Supply network:
Bar = 20 microns. Pins as bars on the die edge. Tap cells in gray.
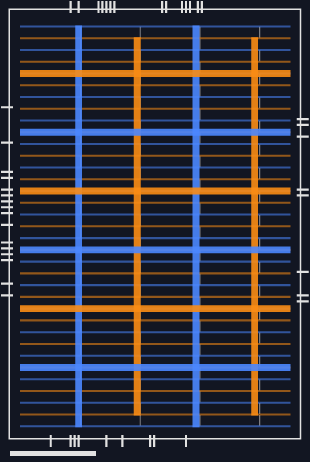
Cells colored by class:
Bar = 20 microns.
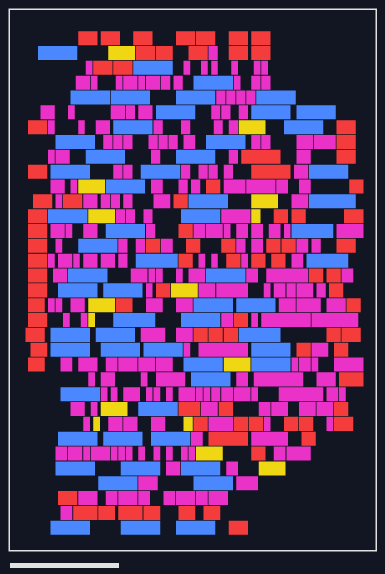
Clock distribution:
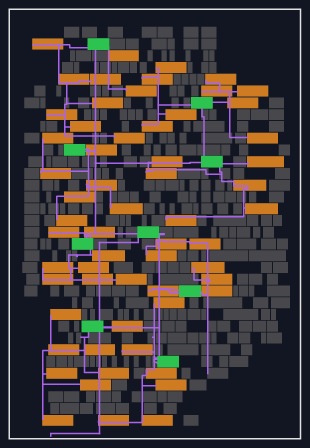
Wiring by layer:
Bar = 20 microns. Only two layers are drawn.
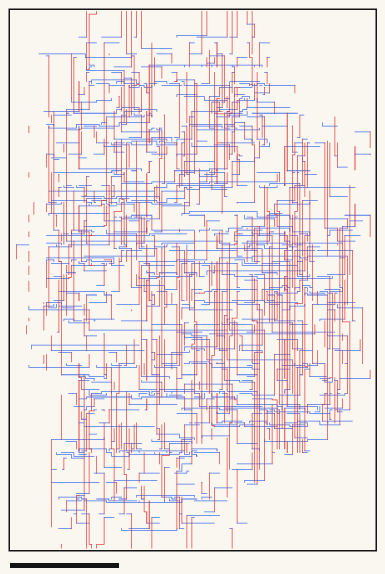
<file path="config.mk">
export PLATFORM = sky130hd
export DESIGN_NAME = bus_master_port
export DESIGN_NICKNAME = d
export VERILOG_FILES = /design/src/rtl/bus_master_port_pkg.sv /design/src/rtl/bus_serdes_bit.sv /design/src/rtl/bus_master_port.sv
export SDC_FILE = /design/constraint.sdc
export NUM_CORES = 1
export LEC_CHECK = 0
export CAP_MARGIN = 20
export CORE_AREA = 2 2 65 97
export DETAILED_ROUTE_END_ITERATION = 6
export DIE_AREA = 0 0 67 99
export PLACE_DENSITY = 0.74
export SLEW_MARGIN = 5
export SYNTH_ARGS = -nofsm -noshare
export SYNTH_HDL_FRONTEND = slang
export SYNTH_SLANG_ARGS = --single-unit
</file>
<file path="constraint.sdc">
create_clock -name clk -period 1.59 [get_ports clk]
set_input_delay 0.2385 -clock clk [delete_from_list [all_inputs] [get_ports clk]]
set_output_delay 0.2385 -clock clk [all_outputs]
set_load 0.03 [all_outputs]
</file>
<file path="src/rtl/bus_master_port_pkg.sv">
// Shared definitions for the serial bus master port.
// State encodings, bus mode constants and default ack timeout.
package bus_master_port_pkg;

    typedef enum logic [2:0] {
        ST_IDLE  = 3'd0,
        ST_REQ   = 3'd1,
        ST_ADDR  = 3'd2,
        ST_ACK   = 3'd3,
        ST_WDATA = 3'd4,
        ST_WEND  = 3'd5,
        ST_RDATA = 3'd6
    } state_t;

    localparam logic MODE_READ  = 1'b0;
    localparam logic MODE_WRITE = 1'b1;

    localparam int DEF_ACK_TIMEOUT = 4;

    function automatic int max2(input int a, input int b);
        return (a > b) ? a : b;
    endfunction

endpackage

</file>
<file path="src/rtl/bus_serdes_bit.sv">
// LSB-first shift register with bit counter and last-bit flag.
// Ports: clr/load/ld_data, shift/sin, len; sout, nxt, done.
module bus_serdes_bit
    import bus_master_port_pkg::*;
#(
    parameter int W  = 8,
    parameter int CW = 4
) (
    input  logic          clk,
    input  logic          rstn,
    input  logic          clr,
    input  logic          load,
    input  logic [W-1:0]  ld_data,
    input  logic          shift,
    input  logic          sin,
    input  logic [CW-1:0] len,
    output logic          sout,
    output logic [W-1:0]  nxt,
    output logic          done
);

    logic [W-1:0]  q;
    logic [CW-1:0] cnt;

    assign sout = q[0];
    assign nxt  = {sin, q[W-1:1]};
    // High during the shift of the final bit of a len-bit word.
    assign done = shift && (cnt == len - 1'b1);

    always_ff @(posedge clk) begin
        if (!rstn) begin
            q   <= '0;
            cnt <= '0;
        end else begin
            if (load)
                q <= ld_data;
            else if (shift)
                q <= nxt;

            if (load || clr)
                cnt <= '0;
            else if (shift)
                cnt <= cnt + 1'b1;
        end
    end

endmodule

</file>
<file path="src/rtl/bus_master_port.sv">
// Device-side master port: parallel request -> serial bus transaction.
// Ports: d_* device side, m_* serial bus side; clk, rstn (sync, low).
module bus_master_port
    import bus_master_port_pkg::*;
#(
    parameter int ADDR_WIDTH  = 16,
    parameter int DATA_WIDTH  = 8,
    parameter int ACK_TIMEOUT = DEF_ACK_TIMEOUT
) (
    input  logic                  clk,
    input  logic                  rstn,
    input  logic                  d_valid,
    input  logic                  d_mode,
    input  logic [ADDR_WIDTH-1:0] d_addr,
    input  logic [DATA_WIDTH-1:0] d_wdata,
    output logic                  d_ready,
    output logic [DATA_WIDTH-1:0] d_rdata,
    output logic                  d_err,
    output logic                  m_breq,
    input  logic                  m_bgrant,
    output logic                  m_mode,
    output logic                  m_mvalid,
    output logic                  m_wdata,
    input  logic                  m_ack,
    input  logic                  m_svalid,
    input  logic                  m_rdata,
    input  logic                  m_sready
);

    localparam int TXW = max2(ADDR_WIDTH, DATA_WIDTH);
    localparam int CW  = $clog2(TXW + 1);
    localparam int TOW = $clog2(ACK_TIMEOUT + 1);

    localparam logic [CW-1:0]  A_LEN   = CW'(ADDR_WIDTH);
    localparam logic [CW-1:0]  D_LEN   = CW'(DATA_WIDTH);
    localparam logic [TOW-1:0] TO_LAST = TOW'(ACK_TIMEOUT - 1);

    state_t state_q, state_d;

    logic [DATA_WIDTH-1:0] wdata_q;
    logic [TOW-1:0]        to_q;

    logic           accept;
    logic           err_set;
    logic           rd_load;
    logic           st_chg;

    logic           tx_load;
    logic [TXW-1:0] tx_ld;
    logic           tx_shift;
    logic [CW-1:0]  tx_len;
    logic           tx_sout;
    logic [TXW-1:0] tx_nxt_unused;
    logic           tx_done;

    logic                  rx_shift;
    logic                  rx_sout_unused;
    logic [DATA_WIDTH-1:0] rx_nxt;
    logic                  rx_done;

    always_comb begin
        state_d = state_q;
        tx_load = 1'b0;
        tx_ld   = TXW'(d_addr);
        accept  = 1'b0;
        err_set = 1'b0;
        rd_load = 1'b0;
        unique case (state_q)
            ST_IDLE: begin
                if (d_valid) begin
                    state_d = ST_REQ;
                    tx_load = 1'b1;
                    accept  = 1'b1;
                end
            end
            ST_REQ: begin
                if (m_bgrant)
                    state_d = ST_ADDR;
            end
            ST_ADDR: begin
                if (tx_done)
                    state_d = ST_ACK;
            end
            ST_ACK: begin
                if (m_ack) begin
                    if (m_mode == MODE_WRITE) begin
                        state_d = ST_WDATA;
                        tx_load = 1'b1;
                        tx_ld   = TXW'(wdata_q);
                    end else begin
                        state_d = ST_RDATA;
                    end
                end else if (to_q == TO_LAST) begin
                    state_d = ST_IDLE;
                    err_set = 1'b1;
                end
            end
            ST_WDATA: begin
                if (tx_done)
                    state_d = ST_WEND;
            end
            ST_WEND: begin
                if (m_sready)
                    state_d = ST_IDLE;
            end
            ST_RDATA: begin
                if (rx_done) begin
                    state_d = ST_IDLE;
                    rd_load = 1'b1;
                end
            end
            default: state_d = ST_IDLE;
        endcase
    end

    assign st_chg   = (state_d != state_q);
    assign tx_shift = (state_q == ST_ADDR) ||
                      (state_q == ST_WDATA);
    assign tx_len   = (state_q == ST_ADDR) ? A_LEN : D_LEN;
    assign rx_shift = (state_q == ST_RDATA) && m_svalid;

    // TX register holds the address, then is reloaded with write data on ack;
    // its LSB is the registered serial output.
    assign m_wdata = tx_sout;

    bus_serdes_bit #(
        .W  (TXW),
        .CW (CW)
    ) u_tx (
        .clk     (clk),
        .rstn    (rstn),
        .clr     (st_chg),
        .load    (tx_load),
        .ld_data (tx_ld),
        .shift   (tx_shift),
        .sin     (1'b0),
        .len     (tx_len),
        .sout    (tx_sout),
        .nxt     (tx_nxt_unused),
        .done    (tx_done)
    );

    bus_serdes_bit #(
        .W  (DATA_WIDTH),
        .CW (CW)
    ) u_rx (
        .clk     (clk),
        .rstn    (rstn),
        .clr     (st_chg),
        .load    (1'b0),
        .ld_data ('0),
        .shift   (rx_shift),
        .sin     (m_rdata),
        .len     (D_LEN),
        .sout    (rx_sout_unused),
        .nxt     (rx_nxt),
        .done    (rx_done)
    );

    // Outputs are registered from the next state so they line up with it.
    always_ff @(posedge clk) begin
        if (!rstn) begin
            state_q  <= ST_IDLE;
            to_q     <= '0;
            wdata_q  <= '0;
            d_ready  <= 1'b1;
            d_rdata  <= '0;
            d_err    <= 1'b0;
            m_breq   <= 1'b0;
            m_mode   <= 1'b0;
            m_mvalid <= 1'b0;
        end else begin
            state_q  <= state_d;
            to_q     <= (state_q == ST_ACK && !st_chg) ? to_q + 1'b1 : '0;
            d_ready  <= (state_d == ST_IDLE);
            m_breq   <= (state_d != ST_IDLE);
            m_mvalid <= (state_d == ST_ADDR) || (state_d == ST_WDATA);
            if (accept) begin
                m_mode  <= d_mode;
                wdata_q <= d_wdata;
                d_err   <= 1'b0;
            end
            if (err_set)
                d_err <= 1'b1;
            if (rd_load)
                d_rdata <= rx_nxt;
        end
    end

endmodule

</file>
==> deck_impl_summary.md <==
Synthesis and Place & Route Summary

Outcome
  • Outcome: finished with violations
  • Failing checks: negative setup slack

Logic synthesis
  • YS warnings: 0
  • Async SR Flop Fraction: 0
  • EDFF count, synth: 0
  • Mapped Cells: 299
  • Xor and xnor fraction of the mapped netlist area: 0.0298
  • Synth Seq Share: 0.454
  • Cell Area, Synth: 2640 sq um
  • Comb area leader: AND-OR/OR-AND gates
  • Adder Area Share: 0.0189
  • Prevailing post-synth register cell: dfxtp_1
  • Post-Synth AOI/OAI Area: 0.214

Worst hold path
  • Hold Crit Depth: 3
  • Hold Crit Class: primary input to flop

Clocking
  • Clock root buffer: clkbuf_8
  • Total CTS buffers: 9
  • Clock Pin Slew Worst Setup and Hold Paths: 0.06 ns
  • Hold-fix buffers, CTS: 0
  • Clock Tree Buf Depth: 2
  • Worst skew pair latency: 0.34 ns

Pwr
  • Max IR drop VDD: 0.640 mV
  • Leakage: 1.56 nW

Worst setup path
  • CP endpoint kind: flop
  • Worst-path fanout max: 7
  • CP Data Required Time: 1.86 ns
  • CP startpoint: state_q[1]
  • Worst Setup Start Kind: flop
  • Crit path DAT: 1.94 ns
  • Setup CP Type: flop to flop

Final timing
  • F_max: 0.598 GHz
  • Max Clock Skew: 0.00763 ns
  • Minimum clock period: 1.67 ns
  • Least-Margin Pin Slew: 0.365 ns
  • Minimum hold slack: 0.443 ns
  • Setup ws final: -0.0831 ns
  • Setup violations, final: 13

Placement
  • Dpl ws: -0.379 ns
  • Routability congestion estimate: 0.796

Cells and area
  • Share of post-route cells with drive strength above 1: 0.227
  • NumNets Final: 417
  • Layout Utilization: 0.653
  • Layout area overhead: 42.9%
  • Antenna diode count: 0

Route
  • Vias/cell: 5.34

Global route
  • Largest net degree at the start of global routing: 48

Flow run
  • Number of max-cap violations: 0
  • Count of tool warnings: 28

Die
  • Die ar.: 6630 sq um
Notes on 'supply network' above:
[orange] VDD
[blue] VSS
met1 rails: 35
tap cells: 72
rows: 34
met4 straps: 4
Die W: 67 microns
core box area: 5790 sq um
die height: 99 microns

Notes on 'cells colored by class' above:
[blue] flops | cells: 60
[red] other buffers and delay cells | cells: 86
[yellow] clock drivers and dummy loads | cells: 15
[magenta] combinational and other logic | cells: 223

Notes on 'clock distribution' above:
[purple] clock wires | length: 764 microns
[orange] flip-flops | count: 60
[green] clock drivers | count: 9
routed clock nets: 10

Notes on 'wiring by layer' above:
[blue] metal 1 | wire length: 2710 microns
[red] metal 2 | wire length: 3370 microns
DR vias: 2437
detailed-route wire length: 6.49 mm
DR WL/cell: 14.2 microns
Total GRT Usage: 0.197

==> area by class of cell <==
cell class,count,area [sq um]
fill,495,2010
multi-input combinational,218,1490
sequential,60,1210
timing repair buffer,86,798
clock buffer,13,159
tap,72,90.1
inverter,5,18.8
clock inverter,2,10.0
==> cell families (layout without fill, tap and decap cells) <==
logic type | count (synthesis) | after routing
flip-flops | 60 | 60
multiplexers | 10 | 10
buffers and inverters | 23 | 106
AND-OR/OR-AND | 91 | 92
adder cells (fa/ha/maj) | 4 | 4
AND/OR/NAND/NOR | 102 | 103
XOR/XNOR | 9 | 9
==> metrics by stage <==
step                area [sq um]  TNS, ns  cells
floorplan                   2650        0    299
global placement            3430   -11.63    436
detailed placement          3430   -13.17    436
CTS                         3650   -0.804    453
global route                3780    -1.91    456
finish                      3780   -0.739    456
==> critical path: stages (launching register included) <==
cell and delay, ns:
dfxtp_4 0.37, buf_4 0.14, buf_4 0.15, and3b_1 0.17
o21ai_1 0.14, nor4b_4 0.25, buf_4 0.18, o21ai_4 0.08
a21oi_2 0.11
==> synth_stat cells (all sizes together) (7+ instances only) <==
cell    instances  area (sq um)
a21oi          19          95.1
dfxtp          60          1200
mux2i           9          90.1
o21ai          34           174
a21boi         16           120
nand2          51           194
buf             9          51.3
nor2           12          47.6
nand4           7          50.1
a22oi           8          60.1
nor2b          10          62.6
clkbuf          9          33.8
==> layer usage <==
layer,share of wire,global-route usage
met1,0.42,0.235
met2,0.52,0.321
met3,0.040,0.0525
met4,0.022,0.0926
met5,0,0
==> final timing paths <==
path | endpoint | slack [ns]
min reg2reg | wdata_q[7] | 0.45
min | u_tx.q[11] | 0.44
max reg2reg | u_tx.cnt[1] | -0.08
max | u_tx.cnt[1] | -0.08
==> flip-flops by register name (all words and copies together) (netlist names) <==
name      flops
d_rdata       8
u_tx.cnt      5
u_rx.q        7
state_q       3
d_ready       1
m_breq        1
m_mvalid      1
u_tx.q       16
to_q          3
m_mode        1
u_rx.cnt      5
wdata_q       8
d_err         1
==> repair_timing <==
action	CTS	global route
pin swaps	5	7
endpoints found under the hold margin	0	0
buffers inserted	1	2
gates resized	20	30
endpoints found under the setup margin	42	43
cloned	1	1
==> power breakdown <==
part	switching [mW]	internal, mW
registers	0.0853	1.66
logic	0.524	0.500
clock network	0.557	0.637
total	1.17	2.80
Power is estimated from default activity; no workload was simulated.
